**config.mk**
```make
export PLATFORM = sky130hd
export DESIGN_NAME = alu_operand_stage_flat
export DESIGN_NICKNAME = d
export VERILOG_FILES = /design/src/rtl/alu_operand_stage_if.sv /design/src/rtl/alu_operand_stage.sv /design/src/flat_wrapper.sv
export SDC_FILE = /design/constraint.sdc
export NUM_CORES = 1
export LEC_CHECK = 0
export CAP_MARGIN = 10
export CORE_MARGIN = 2
export CORE_UTILIZATION = 30
export DETAILED_ROUTE_END_ITERATION = 8
export PLACE_DENSITY = 0.58
export SLEW_MARGIN = 20
export SYNTH_ARGS = -nofsm -noshare
export SYNTH_HDL_FRONTEND = slang
export SYNTH_SLANG_ARGS = --single-unit
export TNS_END_PERCENT = 30
```
**constraint.sdc**
```tcl
create_clock -name clk -period 8.6 [get_ports clk]
set_input_delay 1.72 -clock clk [delete_from_list [all_inputs] [get_ports clk]]
set_output_delay 1.72 -clock clk [all_outputs]
set_load 0.05 [all_outputs]
```
**src/rtl/alu_operand_stage_if.sv**
```systemverilog
// ID/EX operand-stage bus: decode-side op, MEM/WB forward buses, and
// the registered op presented to the ALU.
interface alu_operand_stage_if #(
    parameter int unsigned WIDTH   = 32,
    parameter int unsigned REGBITS = 5
);
    // decode side
    logic               id_valid;
    logic               id_ready;
    logic [REGBITS-1:0] id_rs;
    logic [REGBITS-1:0] id_rt;
    logic [WIDTH-1:0]   id_rs_val;
    logic [WIDTH-1:0]   id_rt_val;
    logic [WIDTH-1:0]   id_imm;
    logic               id_alusrc;
    logic [3:0]         id_aluctl;
    logic [4:0]         id_shamt;
    logic [REGBITS-1:0] id_rd;
    logic               id_regwrite;
    logic               flush;

    // write-back forward buses
    logic               mem_we;
    logic [REGBITS-1:0] mem_rd;
    logic [WIDTH-1:0]   mem_data;
    logic               wb_we;
    logic [REGBITS-1:0] wb_rd;
    logic [WIDTH-1:0]   wb_data;

    // ALU side
    logic               ex_valid;
    logic               ex_ready;
    logic [WIDTH-1:0]   ex_a;
    logic [WIDTH-1:0]   ex_b;
    logic [3:0]         ex_f;
    logic [4:0]         ex_shamt;
    logic [REGBITS-1:0] ex_rd;
    logic               ex_regwrite;

    // environment (decode, forward sources, ALU)
    modport master (
        output id_valid, id_rs, id_rt, id_rs_val, id_rt_val, id_imm,
               id_alusrc, id_aluctl, id_shamt, id_rd, id_regwrite, flush,
               mem_we, mem_rd, mem_data, wb_we, wb_rd, wb_data, ex_ready,
        input  id_ready, ex_valid, ex_a, ex_b, ex_f, ex_shamt, ex_rd,
               ex_regwrite
    );

    // the operand stage itself
    modport slave (
        input  id_valid, id_rs, id_rt, id_rs_val, id_rt_val, id_imm,
               id_alusrc, id_aluctl, id_shamt, id_rd, id_regwrite, flush,
               mem_we, mem_rd, mem_data, wb_we, wb_rd, wb_data, ex_ready,
        output id_ready, ex_valid, ex_a, ex_b, ex_f, ex_shamt, ex_rd,
               ex_regwrite
    );
endinterface

```
**src/rtl/alu_operand_stage.sv**
```systemverilog
// ID/EX operand stage: captures one decoded ALU op per cycle, resolves
// RAW hazards by forwarding from MEM/WB, and refreshes held operands
// from the forward buses while the ALU side stalls.
module alu_operand_stage #(
    parameter int unsigned WIDTH   = 32,
    parameter int unsigned REGBITS = 5,
    parameter bit          FWD_EN  = 1'b1
) (
    input logic              clk,
    input logic              reset,
    alu_operand_stage_if.slave bus
);

    logic               ex_valid_q;
    logic [WIDTH-1:0]   ex_a_q;
    logic [WIDTH-1:0]   ex_b_q;
    logic [3:0]         ex_f_q;
    logic [4:0]         ex_shamt_q;
    logic [REGBITS-1:0] ex_rd_q;
    logic               ex_regwrite_q;

    // source register numbers and B select of the held op, for snooping
    logic [REGBITS-1:0] rs_q;
    logic [REGBITS-1:0] rt_q;
    logic               alusrc_q;

    logic               id_ready_c;
    logic               capture;
    logic               hold;
    logic               drain;
    logic [WIDTH-1:0]   cap_a;
    logic [WIDTH-1:0]   cap_b;
    logic [WIDTH-1:0]   snoop_a;
    logic [WIDTH-1:0]   snoop_b;

    // r0 always reads zero; MEM beats WB on the same register
    function automatic logic [WIDTH-1:0] fwd(
        input logic [REGBITS-1:0] r,
        input logic [WIDTH-1:0]   v,
        input logic               m_we,
        input logic [REGBITS-1:0] m_rd,
        input logic [WIDTH-1:0]   m_data,
        input logic               w_we,
        input logic [REGBITS-1:0] w_rd,
        input logic [WIDTH-1:0]   w_data
    );
        logic [WIDTH-1:0] res;
        res = v;
        if (r == '0) begin
            res = '0;
        end else if (FWD_EN) begin
            if (m_we && (m_rd == r)) begin
                res = m_data;
            end else if (w_we && (w_rd == r)) begin
                res = w_data;
            end
        end
        return res;
    endfunction

    // handshake qualification and forwarded operand selection
    always_comb begin
        id_ready_c = !ex_valid_q || bus.ex_ready;
        capture    = bus.id_valid && id_ready_c && !bus.flush;
        hold       = ex_valid_q && !bus.ex_ready && !bus.flush;
        drain      = ex_valid_q && bus.ex_ready && !capture && !bus.flush;

        cap_a = fwd(bus.id_rs, bus.id_rs_val, bus.mem_we, bus.mem_rd,
                    bus.mem_data, bus.wb_we, bus.wb_rd, bus.wb_data);
        cap_b = bus.id_alusrc ? bus.id_imm
              : fwd(bus.id_rt, bus.id_rt_val, bus.mem_we, bus.mem_rd,
                    bus.mem_data, bus.wb_we, bus.wb_rd, bus.wb_data);

        // a held register operand follows any later write to its source
        snoop_a = fwd(rs_q, ex_a_q, bus.mem_we, bus.mem_rd, bus.mem_data,
                      bus.wb_we, bus.wb_rd, bus.wb_data);
        snoop_b = alusrc_q ? ex_b_q
                : fwd(rt_q, ex_b_q, bus.mem_we, bus.mem_rd, bus.mem_data,
                      bus.wb_we, bus.wb_rd, bus.wb_data);
    end

    // pipeline register: flush > capture > hold-with-snoop > drain
    always_ff @(posedge clk or posedge reset) begin
        if (reset) begin
            ex_valid_q    <= 1'b0;
            ex_regwrite_q <= 1'b0;
            ex_a_q        <= '0;
            ex_b_q        <= '0;
            ex_f_q        <= '0;
            ex_shamt_q    <= '0;
            ex_rd_q       <= '0;
            rs_q          <= '0;
            rt_q          <= '0;
            alusrc_q      <= 1'b0;
        end else if (bus.flush) begin
            ex_valid_q    <= 1'b0;
            ex_regwrite_q <= 1'b0;
        end else if (capture) begin
            ex_valid_q    <= 1'b1;
            ex_regwrite_q <= bus.id_regwrite;
            ex_a_q        <= cap_a;
            ex_b_q        <= cap_b;
            ex_f_q        <= bus.id_aluctl;
            ex_shamt_q    <= bus.id_shamt;
            ex_rd_q       <= bus.id_rd;
            rs_q          <= bus.id_rs;
            rt_q          <= bus.id_rt;
            alusrc_q      <= bus.id_alusrc;
        end else if (hold) begin
            ex_a_q        <= snoop_a;
            ex_b_q        <= snoop_b;
        end else if (drain) begin
            ex_valid_q    <= 1'b0;
            ex_regwrite_q <= 1'b0;
        end
    end

    assign bus.id_ready    = id_ready_c;
    assign bus.ex_valid    = ex_valid_q;
    assign bus.ex_a        = ex_a_q;
    assign bus.ex_b        = ex_b_q;
    assign bus.ex_f        = ex_f_q;
    assign bus.ex_shamt    = ex_shamt_q;
    assign bus.ex_rd       = ex_rd_q;
    assign bus.ex_regwrite = ex_regwrite_q;

endmodule
```
**src/flat_wrapper.sv**
```systemverilog
// flat-port wrapper written by rule: the top's interface ports become plain ports
module alu_operand_stage_flat 
#(
    parameter int unsigned WIDTH   = 32,
    parameter int unsigned REGBITS = 5,
    parameter bit          FWD_EN  = 1'b1
)
  (clk, reset, bus_id_valid, bus_id_rs, bus_id_rt, bus_id_rs_val, bus_id_rt_val, bus_id_imm, bus_id_alusrc, bus_id_aluctl, bus_id_shamt, bus_id_rd, bus_id_regwrite, bus_flush, bus_mem_we, bus_mem_rd, bus_mem_data, bus_wb_we, bus_wb_rd, bus_wb_data, bus_ex_ready, bus_id_ready, bus_ex_valid, bus_ex_a, bus_ex_b, bus_ex_f, bus_ex_shamt, bus_ex_rd, bus_ex_regwrite);
  alu_operand_stage_if #(.WIDTH(WIDTH), .REGBITS(REGBITS)) bus_i ();
  input logic clk;
  input logic reset;
  input wire logic [$bits(bus_i.id_valid)-1:0] bus_id_valid;
  input wire logic [$bits(bus_i.id_rs)-1:0] bus_id_rs;
  input wire logic [$bits(bus_i.id_rt)-1:0] bus_id_rt;
  input wire logic [$bits(bus_i.id_rs_val)-1:0] bus_id_rs_val;
  input wire logic [$bits(bus_i.id_rt_val)-1:0] bus_id_rt_val;
  input wire logic [$bits(bus_i.id_imm)-1:0] bus_id_imm;
  input wire logic [$bits(bus_i.id_alusrc)-1:0] bus_id_alusrc;
  input wire logic [$bits(bus_i.id_aluctl)-1:0] bus_id_aluctl;
  input wire logic [$bits(bus_i.id_shamt)-1:0] bus_id_shamt;
  input wire logic [$bits(bus_i.id_rd)-1:0] bus_id_rd;
  input wire logic [$bits(bus_i.id_regwrite)-1:0] bus_id_regwrite;
  input wire logic [$bits(bus_i.flush)-1:0] bus_flush;
  input wire logic [$bits(bus_i.mem_we)-1:0] bus_mem_we;
  input wire logic [$bits(bus_i.mem_rd)-1:0] bus_mem_rd;
  input wire logic [$bits(bus_i.mem_data)-1:0] bus_mem_data;
  input wire logic [$bits(bus_i.wb_we)-1:0] bus_wb_we;
  input wire logic [$bits(bus_i.wb_rd)-1:0] bus_wb_rd;
  input wire logic [$bits(bus_i.wb_data)-1:0] bus_wb_data;
  input wire logic [$bits(bus_i.ex_ready)-1:0] bus_ex_ready;
  output wire logic [$bits(bus_i.id_ready)-1:0] bus_id_ready;
  output wire logic [$bits(bus_i.ex_valid)-1:0] bus_ex_valid;
  output wire logic [$bits(bus_i.ex_a)-1:0] bus_ex_a;
  output wire logic [$bits(bus_i.ex_b)-1:0] bus_ex_b;
  output wire logic [$bits(bus_i.ex_f)-1:0] bus_ex_f;
  output wire logic [$bits(bus_i.ex_shamt)-1:0] bus_ex_shamt;
  output wire logic [$bits(bus_i.ex_rd)-1:0] bus_ex_rd;
  output wire logic [$bits(bus_i.ex_regwrite)-1:0] bus_ex_regwrite;
  assign bus_i.id_valid = bus_id_valid;
  assign bus_i.id_rs = bus_id_rs;
  assign bus_i.id_rt = bus_id_rt;
  assign bus_i.id_rs_val = bus_id_rs_val;
  assign bus_i.id_rt_val = bus_id_rt_val;
  assign bus_i.id_imm = bus_id_imm;
  assign bus_i.id_alusrc = bus_id_alusrc;
  assign bus_i.id_aluctl = bus_id_aluctl;
  assign bus_i.id_shamt = bus_id_shamt;
  assign bus_i.id_rd = bus_id_rd;
  assign bus_i.id_regwrite = bus_id_regwrite;
  assign bus_i.flush = bus_flush;
  assign bus_i.mem_we = bus_mem_we;
  assign bus_i.mem_rd = bus_mem_rd;
  assign bus_i.mem_data = bus_mem_data;
  assign bus_i.wb_we = bus_wb_we;
  assign bus_i.wb_rd = bus_wb_rd;
  assign bus_i.wb_data = bus_wb_data;
  assign bus_i.ex_ready = bus_ex_ready;
  assign bus_id_ready = bus_i.id_ready;
  assign bus_ex_valid = bus_i.ex_valid;
  assign bus_ex_a = bus_i.ex_a;
  assign bus_ex_b = bus_i.ex_b;
  assign bus_ex_f = bus_i.ex_f;
  assign bus_ex_shamt = bus_i.ex_shamt;
  assign bus_ex_rd = bus_i.ex_rd;
  assign bus_ex_regwrite = bus_i.ex_regwrite;
  alu_operand_stage #(.WIDTH(WIDTH), .REGBITS(REGBITS), .FWD_EN(FWD_EN)) u_core (.clk(clk), .reset(reset), .bus(bus_i));
endmodule
```
==> results.txt <==
The full implementation flow was run.

The total setup violations reported at the end of the flow stands at 0. The report puts the hold buffer count at CTS at 0. Sequential cells placed in the final layout were counted as 91. Per STA, the worst path is made up of clkdlybuf4s50_1 > nor2b_1 > inv_2 > clkdlybuf4s50_1. The met3 wirelength from detailed routing stands at 1.739 mm. The number of warnings in the stage logs stands at 26. The minimum setup slack after placement stands at 3.650 ns. Looking at hold timing, the worst path starts from u_core.bus.ex_rd[4].

Per the synthesis report, the dominant area consumer among library cells is sky130_fd_sc_hd__dfrtp_1. In this run the mean area of a mapped cell was 8.064 um^2. Gates resized during post-CTS repair numbered 0. Signal nets in the final route climb as high as met4. Grouping non-sequential cells by family puts the most area in AND-OR/OR-AND gates. Wire segments on met2 add up to 13.42 mm in the final route. The switching power stands at 1.103 mW. The number of instances in the synthesized netlist stands at 829. The die outline width stands at 153.3 um. The number of global-route vias before repair stands at 7594. The maximum clock frequency stands at 202.4 MHz. Multiplexer cells account for 10.72% of the synthesized area. Combinational cells consume a total of 1.28 mW. The post-CTS setup repair buffer count stands at 0. The total cells reported by yosys after synthesis stands at 829. The flow ran to the end, and the final reports show no timing, DRC or antenna violations. The first global-routing pass estimated 44.22 mm of wire. The flow reported a cell area power density of 233.3 nW/um^2.

STA classifies the critical path startpoint as an input pin. The cell sitting at the root of the clock tree is a sky130_fd_sc_hd__clkbuf_16. The share of power burned in registers stands at 28.6%. Counting only logic cells after layout, the most numerous master is sky130_fd_sc_hd__clkdlybuf4s50_1. The half-perimeter wire length after detailed placement stands at 19.24 mm. The number of logic gates stands at 662.

The number of fillers in the final layout stands at 2145. The and-or/or-and share of the synthesized area stands at 25.64%. The clock-pin slew reported for the worst setup and hold paths after clock tree synthesis stands at 0.08 ns.

The top-level port count stands at 284. The post-detailed-route via-to-cell ratio stands at 5.458. The non-clock buffering overhead in the final layout stands at 29.36%. The synthesis report names the predominant flop master as sky130_fd_sc_hd__dfrtp_1. The maximum ir drop on the vdd rail stands at 0.1430 mV.

Setup repair after global routing left no endpoint under its margin. Looking at the reg2reg group, the worst path ends at u_core.bus.ex_a[4]. For this run the top cell type by instance count after synthesis was sky130_fd_sc_hd__nand2_1. The iteration-0 DRC count of the detailed router stands at 450. After floorplanning, the die was sized to cover 23490 um^2.

The finished layout cell area stands at 10060 um^2. Of the post-synthesis cell area, the dominant cell type holds 34.06%. The kind of cell with the highest combined delay along the critical path is buffers and inverters. Routability-driven placement finished with a final weighted congestion of 0.8592. Counting flops with a built-in enable in the synthesized netlist gives 0. The final max-slew violation count recorded for this run is 0.

Net switching is 47.03% of the power. The logic share of the area stands at 41.67%. In this run, synthesis produced a sequential element count of 91.

Ranked by power, first place goes to combinational cells. STA shows the worst min-delay path finishing at u_core.bus.ex_rd[4]. The power report attributes to the combinational group a share of 54.5%. Summing the areas of all and, or, nand and nor instances in the mapped netlist gives 19.61% of the synthesized area. Nets still carrying antenna violations after routing amount to 0. Looking at the setup timing report, the critical path kind is in2out. The summed instance area of the synthesized netlist stands at 6685 um^2.
Routing congestion:
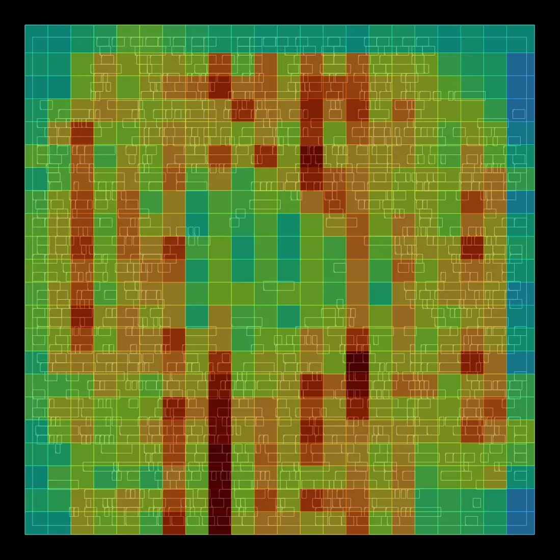
post-DR wirelength/cell: 21.18 um
global-route total usage across every layer: 23.84%
routing usage on met3: 3.969%
share of the core filled with cells in the final layout: 46.09%

Register map, names as in the netlist:
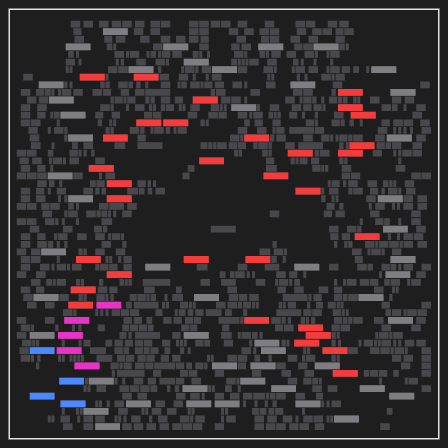
color	name in the netlist	placed flops
blue	u_core.bus.ex_f	4
magenta	u_core.rt_q	5
red	u_core.bus.ex_a	32
share of the final layout cell area in sequential cells: 22.64%
power of the sequential group: 0.671 mW
Sequential Area: 2277 um^2

Port wiring:
The bar under the picture is 50 um long.
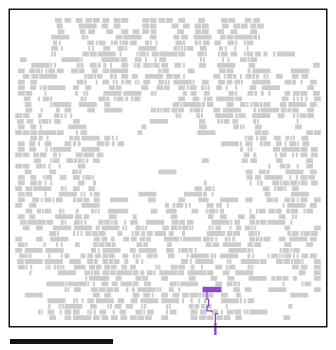
color	port	bits	direction	edge	end cells	wire
purple	bus_ex_regwrite	1	output	south	1	27.9 um

No activity file was given, so power comes from the tool's default toggle rates.
